Run 1, the clock network:
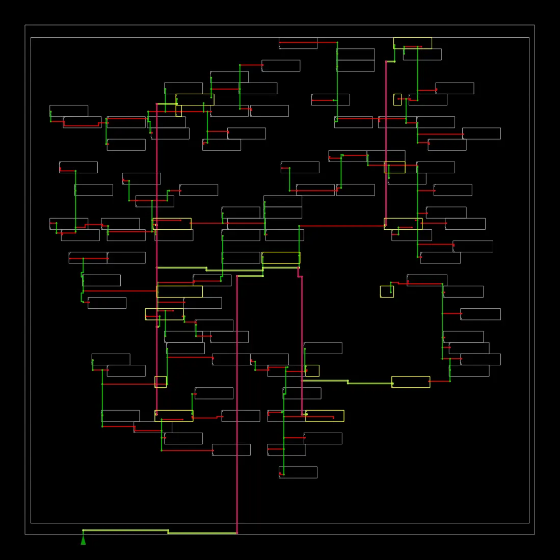
Run 1, I/O pins on the die edge:
(3 px per um) Pins as bars across the die edge, other pins in grey.
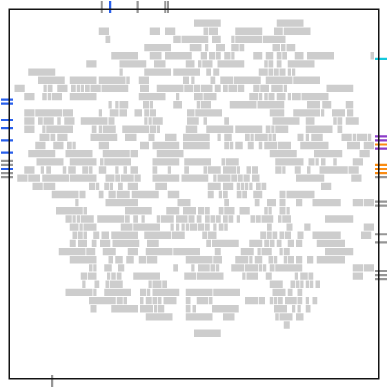
Run 1, wiring by layer:
(2 px per um) Only two layers are drawn.
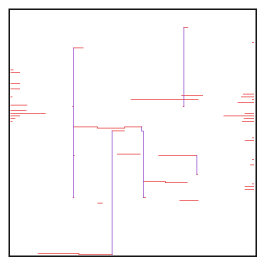
**src/rtl/seg_mux_nbit.sv**
```systemverilog
// N-digit multiplexed 7-segment driver: iterative binary->BCD, atomic commit, PWM-dimmed scan.
// Optional leading-zero blanking when SEG_MUX_LZB_EN is defined.
module seg_glyph (
  input  logic [3:0] bcd,
  input  logic       dp,
  input  logic       blank,
  input  logic       ovf,
  output logic [7:0] seg
);
  logic [7:0] g;
  always_comb begin
    g = 8'hFF;
    if (ovf)        g = 8'hFD;
    else if (blank) g = 8'hFF;
    else begin
      case (bcd)
        4'd0: g = 8'h03;
        4'd1: g = 8'h9F;
        4'd2: g = 8'h25;
        4'd3: g = 8'h0D;
        4'd4: g = 8'h99;
        4'd5: g = 8'h49;
        4'd6: g = 8'h41;
        4'd7: g = 8'h1F;
        4'd8: g = 8'h01;
        4'd9: g = 8'h09;
        default: g = 8'hFF;
      endcase
    end
    seg = {g[7:1], g[0] & ~dp};
  end
endmodule

module seg_mux_nbit #(
  parameter int DIGITS   = 4,
  parameter int W        = 8,
  parameter int PRESCALE = 500000,
  parameter int PWM_BITS = 3
) (
  input  logic                CLK,
  input  logic                CLR,
  input  logic                CE,
  input  logic                LOAD,
  input  logic [W-1:0]        BIN_IN,
  input  logic [DIGITS-1:0]   DP_IN,
  input  logic [PWM_BITS-1:0] BRIGHT,
  output logic                BUSY,
  output logic                OVF,
  output logic [7:0]          SEG,
  output logic [DIGITS-1:0]   AN
);
  localparam int BW = 4 * DIGITS;
  localparam int CW = $clog2(W + 1);
  localparam int IW = (DIGITS > 1) ? $clog2(DIGITS) : 1;
  localparam int PW = $clog2(PRESCALE + 1);
  localparam logic [31:0] LIMIT = 32'(10 ** DIGITS);

  typedef enum logic [1:0] {IDLE, CONV, COMMIT} state_t;

  state_t                   state;
  logic [W-1:0]             bin_sr;
  logic [BW-1:0]            bcd_sr;
  logic [CW-1:0]            cnt;
  logic                     ovf_pend;
  logic [DIGITS-1:0]        dp_pend;
  logic [DIGITS-1:0][3:0]   disp;
  logic [DIGITS-1:0]        dp_reg;
  logic                     ovf_r;
  logic [IW-1:0]            idx;
  logic [PW-1:0]            pre;
  logic [PWM_BITS-1:0]      pwm;
  logic [7:0]               seg_r;
  logic [DIGITS-1:0]        an_r;

  // One double-dabble step: add 3 to every nibble >= 5, then shift in the next binary bit
  logic [DIGITS-1:0][3:0]   adj;
  logic [BW-1:0]            adj_flat;
  logic [BW-1:0]            bcd_next;
  always_comb begin
    adj = bcd_sr;
    for (int i = 0; i < DIGITS; i++)
      if (adj[i] >= 4'd5) adj[i] = adj[i] + 4'd3;
  end
  assign adj_flat = adj;
  assign bcd_next = {adj_flat[BW-2:0], bin_sr[W-1]};

  always_ff @(posedge CLK or posedge CLR) begin
    if (CLR) begin
      state    <= IDLE;
      bin_sr   <= '0;
      bcd_sr   <= '0;
      cnt      <= '0;
      ovf_pend <= 1'b0;
      dp_pend  <= '0;
      disp     <= '0;
      dp_reg   <= '0;
      ovf_r    <= 1'b0;
    end else if (CE) begin
      case (state)
        IDLE: if (LOAD) begin
          bin_sr   <= BIN_IN;
          bcd_sr   <= '0;
          cnt      <= '0;
          ovf_pend <= (32'(BIN_IN) >= LIMIT);
          dp_pend  <= DP_IN;
          state    <= CONV;
        end
        CONV: begin
          bcd_sr <= bcd_next;
          bin_sr <= bin_sr << 1;
          cnt    <= cnt + 1'b1;
          if (cnt == CW'(W - 1)) state <= COMMIT;
        end
        COMMIT: begin
          disp   <= bcd_sr;
          dp_reg <= dp_pend;
          ovf_r  <= ovf_pend;
          state  <= IDLE;
        end
        default: state <= IDLE;
      endcase
    end
  end

  assign BUSY = (state != IDLE);
  assign OVF  = ovf_r;

  logic [DIGITS-1:0] blank;
`ifdef SEG_MUX_LZB_EN
  logic hi_zero;
  always_comb begin
    blank   = '0;
    hi_zero = 1'b1;
    for (int i = DIGITS - 1; i > 0; i--) begin
      hi_zero  = hi_zero & (disp[i] == 4'd0);
      blank[i] = hi_zero & ~ovf_r;
    end
  end
`else
  assign blank = '0;
`endif

  logic [DIGITS-1:0][7:0] seg_all;
  for (genvar g = 0; g < DIGITS; g++) begin : g_glyph
    seg_glyph u_glyph (
      .bcd  (disp[g]),
      .dp   (dp_reg[g]),
      .blank(blank[g]),
      .ovf  (ovf_r),
      .seg  (seg_all[g])
    );
  end

  logic [7:0]        sel_seg;
  logic [DIGITS-1:0] onehot;
  always_comb begin
    sel_seg = 8'hFF;
    onehot  = '0;
    for (int i = 0; i < DIGITS; i++)
      if (idx == IW'(i)) begin
        sel_seg   = seg_all[i];
        onehot[i] = 1'b1;
      end
  end

  always_ff @(posedge CLK or posedge CLR) begin
    if (CLR) begin
      idx   <= '0;
      pre   <= '0;
      pwm   <= '0;
      seg_r <= 8'hFF;
      an_r  <= '1;
    end else if (CE) begin
      pwm <= pwm + 1'b1;
      if (pre == PW'(PRESCALE - 1)) begin
        pre <= '0;
        idx <= (idx == IW'(DIGITS - 1)) ? '0 : idx + 1'b1;
      end else begin
        pre <= pre + 1'b1;
      end
      seg_r <= sel_seg;
      an_r  <= ~(onehot & {DIGITS{pwm <= BRIGHT}});
    end
  end

  assign SEG = seg_r;
  assign AN  = an_r;
endmodule

```
**config.mk**
```make
export PLATFORM = sky130hd
export DESIGN_NAME = seg_mux_nbit
export DESIGN_NICKNAME = d
export VERILOG_FILES = /design/src/rtl/seg_mux_nbit.sv
export SDC_FILE = /design/constraint.sdc
export NUM_CORES = 1
export LEC_CHECK = 0
export CAP_MARGIN = 20
export CORE_UTILIZATION = 35
export CTS_CLUSTER_SIZE = 12
export DETAILED_ROUTE_END_ITERATION = 7
export HOLD_SLACK_MARGIN = 0.08
export SLEW_MARGIN = 25
export SYNTH_ARGS = -nofsm -noshare
export SYNTH_HDL_FRONTEND = slang
export SYNTH_SLANG_ARGS = --single-unit
```
**constraint.sdc**
```tcl
create_clock -name CLK -period 4.1 [get_ports CLK]
set_clock_uncertainty 0.2 [all_clocks]
set_input_delay 0.615 -clock CLK [delete_from_list [all_inputs] [get_ports CLK]]
set_output_delay 0.615 -clock CLK [all_outputs]
set_load 0.005 [all_outputs]
```
==> summary.rpt, run 1 <==
=== SYNTHESIS / PLACE & ROUTE SUMMARY ===
----------------------------------------------------
[GRT]
  Maximum number of pins on one net before global-route repair ........................ 39
  Tot GR Track Use ........................ approximately 15%
  Wire length of the first global-routing pass ........................ roughly 17 mm
  Met3 track utilization from global routing ........................ under 10%
  Number of antenna violations at the first check in global routing ........................ 0
  Overall overflow remaining after global route ........................ 0

[Floorplan]
  Tapcells inserted ........................ between 150 and 200
  Vertical die dimension ........................ around 120 um
  Horizontal extent of the die ........................ roughly 120 um
  Cell row count ........................ around 43
  Std-Cell Core Area ........................ 14000 sq um
  Initial core utilization ........................ a little over a third
  I/O pins ........................ 33

[Worst setup path]
  Cell type group with the largest total delay on the critical path ........................ buffers and inverters
  Worst endpoint required time ........................ 4130 ps
  Count of buffer and inverter cells on the critical path ........................ 2
  Arrival time of data at the critical path endpoint ........................ between 2000 and 3000 ps
  Sort of element at the end of the critical path ........................ register
  Worst setup path category ........................ in -> reg
  Cells on worst reg2reg path ........................ 5
  Register-to-register setup slack ........................ 1460 ps
  Slowest CP cell ........................ sky130_fd_sc_hd__clkdlybuf4s50_1
  Element type at the critical path start ........................ primary input
  CP endpoint ........................ bcd_sr[11]
  CP Depth ........................ 6
  Launch point of the critical path ........................ CE
  Reg-to-Reg End ........................ bcd_sr[11]
  Largest fanout on the critical path ........................ 31

[Synth]
  Count of synthesis-stage warnings from yosys ........................ 0
  Fraction of synthesis flops using an asynchronous set or reset pin ........................ 100%
  Dominant flop cell ........................ sky130_fd_sc_hd__dfrtp_1
  Count of flip-flops with a built-in enable after synthesis ........................ 0
  Cells after Synth ........................ around 520
  Post-synthesis cell area ........................ 5100 sq um
  Dominant cell area share ........................ 38.3%
  Per-instance average area after synthesis ........................ between 9 and 10 sq um
  Floorplan Nets ........................ between 500 and 600
  Main area contributors ........................ sky130_fd_sc_hd__dfrtp_1 (38%), sky130_fd_sc_hd__ha_1 (9.3%), sky130_fd_sc_hd__dfstp_2 (6.2%)
  Synth Seq Share ........................ 44.5%
  Yosys stat cell total ........................ 524
  Count of distinct cell types in the synthesized netlist ........................ roughly 58
  Yosys stat area ........................ 5100 sq um

[Route]
  Total met3 wirelength after detailed routing ........................ about 320 um
  Antenna-violating nets left ........................ 0
  DRC viols ........................ 0
  Routed wire length ........................ 9.91 mm
  Uppermost signal routing layer after detailed routing ........................ met4
  Met1 routed wirelength after detailed routing ........................ 5.18 mm
  DR pass1 iterations ........................ 4
  Overall via count from detail_route ........................ around 3700
  Average wire length per cell after detail routing ........................ ~14 um
  Met2 wirelength from detailed routing ........................ 4.18 mm

[Timing]
  Post-route clock period utilization ........................ between 60% and 70%
  Hold Fails Final Rpt ........................ 0
  Slew headroom ........................ 50.3%
  Time the worst path needs with I/O delays and setup ........................ between 2000 and 3000 ps
  Pins over their slew limit ........................ 0
  Post-route setup slack ........................ about 1300 ps
  Unrepaired setup endpoints after global routing ........................ no
  Setup-failing EPs final ........................ 0

[Clock network]
  Post-CTS clock slew at the launch and capture registers of the worst setup and hold paths ........................ ~60 ps
  TritonCTS clock tree ........................ yes
  Buffers from clock root to sink, at most ........................ 2
  Count of H-tree levels built during CTS ........................ 3
  Resize count post-CTS ........................ 0
  Hold buffers post-CTS ........................ 0

[Min path]
  Source of the worst hold timing path ........................ SEG[0]
  Min-Delay Endpoint ........................ SEG[0]
  Worst hold path class ........................ reg -> reg

[Finish]
  Register with the highest flop count ........................ pre
  Combined area of the multi-input logic cells ........................ 2580 sq um
  Final core utilization ........................ around 42%
  Antenna fix cells ........................ 0
  Non-clock buffers, area share ........................ roughly 5.8%
  Most area-hungry cell class in the final design ........................ combinational gates
  Register area ........................ roughly 2300 sq um
  Flip-flop count of the largest register after layout ........................ 19
  Filler instances ........................ about 1400
  Number of logic gates ........................ around 380
  Most common cell after layout, fill and taps aside ........................ sky130_fd_sc_hd__dfrtp_1
  Repair and plain buffers ........................ 35
  Most frequent cells in the layout ........................ sky130_fd_sc_hd__dfrtp_1 (78), sky130_fd_sc_hd__nand2_1 (48), sky130_fd_sc_hd__nor2_1 (41), sky130_fd_sc_hd__a21oi_1 (39)
  Sequential fraction of total cell area ........................ 38.9%
  Layout Cell Area excl Fill ........................ about 5800 sq um

[Placement]
  Placed wire-length estimate after detailed placement ........................ roughly 7.3 mm
  Total cell area at the placement stage ........................ between 5000 and 6000 sq um
  Final RePlAce weighted congestion ........................ approximately 0.84

[Run]
  Number of OpenROAD warnings ........................ 49

[Power]
  Power Dens Cells ........................ 572 nW/um^2

[Outcome]
  Result of the run ........................ complete, no violations

----------------------------------------------------
Notes on 'the clock network' above:
number of buffers created by CTS: 9
clock network power consumption: 0.000838 W
clock network latency to the later pin of the worst-skew pair: 350 ps
clock buffers: 11
TritonCTS sink count: 90

Notes on 'I/O pins on the die edge' above:
colour	port	pins	direction	edge
purple	BRIGHT	3	input	right
blue	BIN_IN	8	input	7 left, 1 top
cyan	OVF	1	output	right
orange	AN	4	output	right

Notes on 'wiring by layer' above:
colour	layer	wire length
red	metal 3	320 um
purple	metal 4	222 um

-- run 1: power breakdown --
group          total [W]  internal [W]  switching [W]  leakage, nW
combinational    0.00108      0.000517       0.000558         1.28
clock           0.000838      0.000492       0.000346        0.147
sequential       0.00143       0.00116       0.000267         1.13
-- run 1: kinds of logic (layout without fill, tap and decap cells) --
| group | count (synthesis) | count (layout) | share of synthesized area (%) |
|---|---|---|---|
| AND/OR/NAND/NOR | 151 | 151 | 15.0 |
| AND-OR/OR-AND | 134 | 134 | 15.7 |
| flip-flops | 90 | 90 | 44.5 |
| buffers and inverters | 56 | 82 | 4.91 |
| adder cells (fa/ha/maj) | 38 | 38 | 9.33 |
| multiplexers | 32 | 32 | 6.80 |
| XOR/XNOR | 22 | 22 | 3.78 |
| other | 1 | 1 | 0.0735 |
Run 1, gate-type map:
(3 px per um)
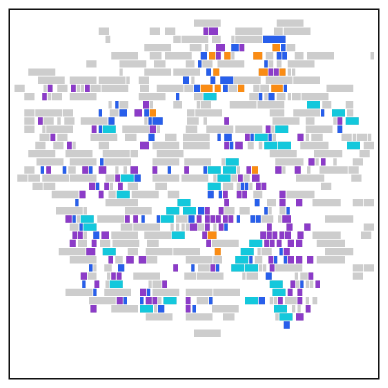

==> run 1 -> run 2 <==
==> constraint.sdc (replaced) <==
create_clock -name CLK -period 2.9 [get_ports CLK]
set_clock_uncertainty 0.2 [all_clocks]
set_input_delay 0.435 -clock CLK [delete_from_list [all_inputs] [get_ports CLK]]
set_output_delay 0.435 -clock CLK [all_outputs]
set_load 0.005 [all_outputs]
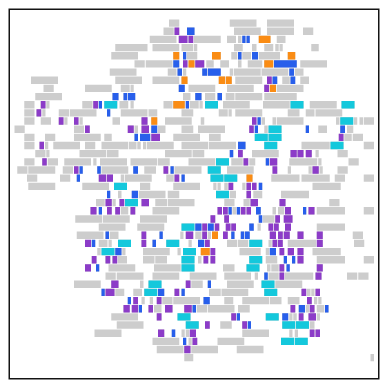
Run 2: gate-type map
(3 px per um)
colour	family	cells
orange	AND and OR gates	15
purple	inverting AOI/OAI gates	123
blue	NAND gates	81
cyan	adder and majority cells	38

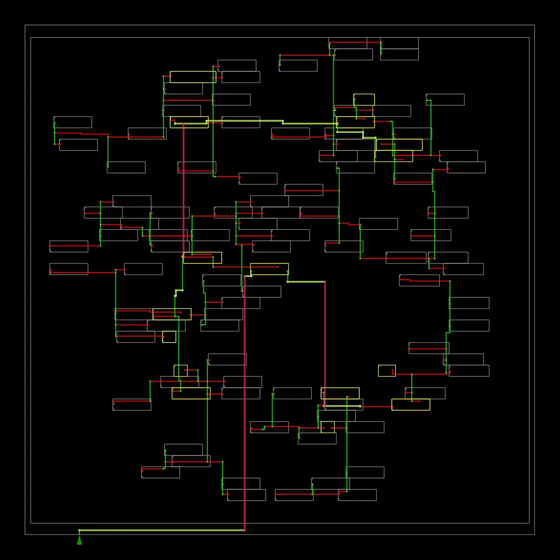
Run 2: the clock network
clock network power consumption: 0.00130 W
Flops: 90
clock network latency to the later pin of the worst-skew pair: 340 ps
clock buffers: 10

==> run 2 against run 1 <==
  * Critical path depth shrank 3
  * Combinational power grew 44%
  * Via count grew 1.0%
  * Worst setup slack lost 530 ps
  * Core utilization grew 0.70 points
  * Die size is the same
  * Sequential power grew 41%
  * Final area grew 1.7%
  * Total power grew 45%
  * Critical endpoint is now BUSY
  * Largest cell class unchanged
==> summary.rpt, run 2 <==
=== SYNTHESIS / PLACE & ROUTE SUMMARY ===
----------------------------------------------------
[Route]
  Routed wire length ........................ 10.1 mm (+2.0%)
  DR pass1 iterations ........................ 4 (unchanged)
  Antenna-violating nets left ........................ 0 (unchanged)
  DRC viols ........................ 0 (unchanged)

[Worst setup path]
  Largest fanout on the critical path ........................ 6 (-81%)
  Launch point of the critical path ........................ state[1]
  Arrival time of data at the critical path endpoint ........................ 1520 ps (-1340 ps)
  Cell type group with the largest total delay on the critical path ........................ buffers and inverters
  CP Depth ........................ 3 (-3)
  CP endpoint ........................ BUSY
  Cells on worst reg2reg path ........................ 6 (+1)
  Reg-to-Reg End ........................ SEG[4]
  Sort of element at the end of the critical path ........................ primary output
  Element type at the critical path start ........................ register

[Floorplan]
  Tapcells inserted ........................ 180 (unchanged)
  Vertical die dimension ........................ 123 um (unchanged)
  Cell row count ........................ 43 (unchanged)
  Std-Cell Core Area ........................ 14000 sq um (unchanged)
  Initial core utilization ........................ 36.3% (unchanged)
  Horizontal extent of the die ........................ 123 um (unchanged)
  I/O pins ........................ 33 (unchanged)

[Placement]
  Placed wire-length estimate after detailed placement ........................ 7.40 mm (+0.71%)
  Number of buffers added on ports ........................ 31
  Final RePlAce weighted congestion ........................ 0.848 (+1.3%)

[Timing]
  Slew headroom ........................ 61.5% (+11 points)
  Unrepaired setup endpoints after global routing ........................ no
  Hold Fails Final Rpt ........................ 0 (unchanged)
  Post-route clock period utilization ........................ 74.2%
  Time the worst path needs with I/O delays and setup ........................ roughly 2200 ps
  Post-route setup slack ........................ 749 ps (-529 ps)
  Pins over their slew limit ........................ 0 (unchanged)

[Synth]
  Count of distinct cell types in the synthesized netlist ........................ 58 (unchanged)
  Yosys simple share ........................ 15.0% (unchanged)
  Main kind of combinational logic by area ........................ AND-OR/OR-AND gates
  Count of synthesis-stage warnings from yosys ........................ 0 (unchanged)
  Synth Seq Share ........................ 44.5% (unchanged)
  Floorplan Nets ........................ 581 (unchanged)
  Main area contributors ........................ sky130_fd_sc_hd__dfrtp_1 (38%), sky130_fd_sc_hd__ha_1 (9.3%), sky130_fd_sc_hd__dfstp_2 (6.2%)
  Xor/xnor share of the synthesized area ........................ 3.78% (unchanged)
  Dominant cell area share ........................ 38.3% (unchanged)
  Yosys stat area ........................ 5100 sq um (unchanged)
  Adder and majority cell fraction of the synthesized area ........................ 9.33% (unchanged)
  Dominant flop cell ........................ sky130_fd_sc_hd__dfrtp_1
  Yosys stat cell total ........................ 524 (unchanged)
  Mux cell area share ........................ 6.80% (unchanged)
  Count of flip-flops with a built-in enable after synthesis ........................ 0 (unchanged)
  Fraction of synthesis flops using an asynchronous set or reset pin ........................ 100% (unchanged)
  Post-synthesis cell area ........................ 5100 sq um (unchanged)
  Fraction of the mapped netlist area in compound gates ........................ 15.7% (unchanged)

[Clock network]
  Number of buffers created by CTS ........................ 9 (unchanged)
  Buffers from clock root to sink, at most ........................ 2 (unchanged)
  Hold buffers post-CTS ........................ 0 (unchanged)
  Post-CTS clock slew at the launch and capture registers of the worst setup and hold paths ........................ 70 ps (about the same)
  TritonCTS clock tree ........................ yes
  TritonCTS sink count ........................ 90 (unchanged)
  Resize count post-CTS ........................ 0 (unchanged)

[Finish]
  Register area ........................ 2270 sq um (unchanged)
  Final core utilization ........................ 42.3% (+0.70 points)
  Layout Cell Area excl Fill ........................ 5930 sq um (+1.7%)
  Register with the highest flop count ........................ pre
  Non-clock buffers, area share ........................ 6.79% (+0.96 points)
  Flip-flop count of the largest register after layout ........................ 19 (unchanged)
  Most frequent cells in the layout ........................ sky130_fd_sc_hd__dfrtp_1 (78), sky130_fd_sc_hd__nand2_1 (48), sky130_fd_sc_hd__nor2_1 (41), sky130_fd_sc_hd__a21oi_1 (39)
  Sequential fraction of total cell area ........................ 38.2% (-0.65 points)
  Most area-hungry cell class in the final design ........................ combinational gates
  Combined area of the multi-input logic cells ........................ 2580 sq um (unchanged)
  Number of logic gates ........................ 378 (unchanged)
  Most common cell after layout, fill and taps aside ........................ sky130_fd_sc_hd__dfrtp_1

[GRT]
  Number of antenna violations at the first check in global routing ........................ 0 (unchanged)
  Wire length of the first global-routing pass ........................ 16.9 mm (-0.32%)
  Maximum number of pins on one net before global-route repair ........................ 35 (-10%)

[Min path]
  Min-Delay Endpoint ........................ SEG[0]
  Source of the worst hold timing path ........................ SEG[0]

[Run]
  Number of OpenROAD warnings ........................ 49 (unchanged)

[Power]
  Power Dens Cells ........................ 818 nW/um^2 (+43%)

[Outcome]
  Result of the run ........................ complete, no violations

----------------------------------------------------
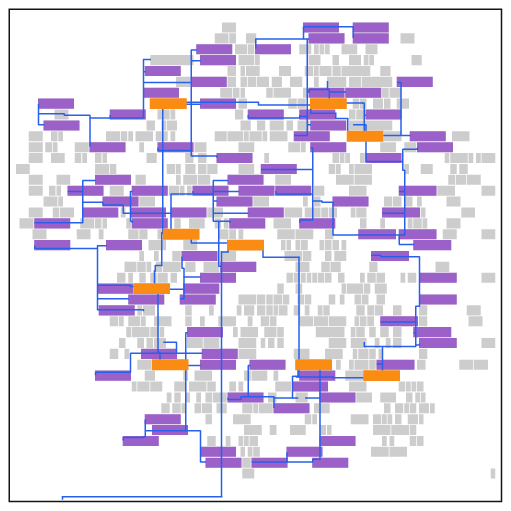
Run 2: clock wires, drivers and flops
(4 px per um)
[blue] clock wires | length: 1200 um
[purple] flip-flops | count: 90
[orange] clock drivers | count: 9
flops lie	all over the die
routed clock nets	10

## run 2: cell count changes in the layout (fill, tap and decap cells not counted), moves of 2 or more
cell                       before  now
sky130_fd_sc_hd__clkinv_4       0    2
sky130_fd_sc_hd__buf_12         0    2
sky130_fd_sc_hd__clkinv_2       2    0
sky130_fd_sc_hd__buf_4          4    7
## run 2: power by group
| part | internal (W) | switching [W] |
|---|---|---|
| clock | 0.000791 | 0.000507 |
| combinational | 0.000754 | 0.000792 |
| sequential | 0.00164 | 0.000370 |
## run 2: metal layers
metal | track usage, % | wire length, um
met5 | 0 | 0
met3 | 3.62 | 375
met2 | 22.4 | 4540
met4 | 4.88 | 148
met1 | 19.5 | 5050
No activity file was given, so power comes from the tool's default toggle rates.
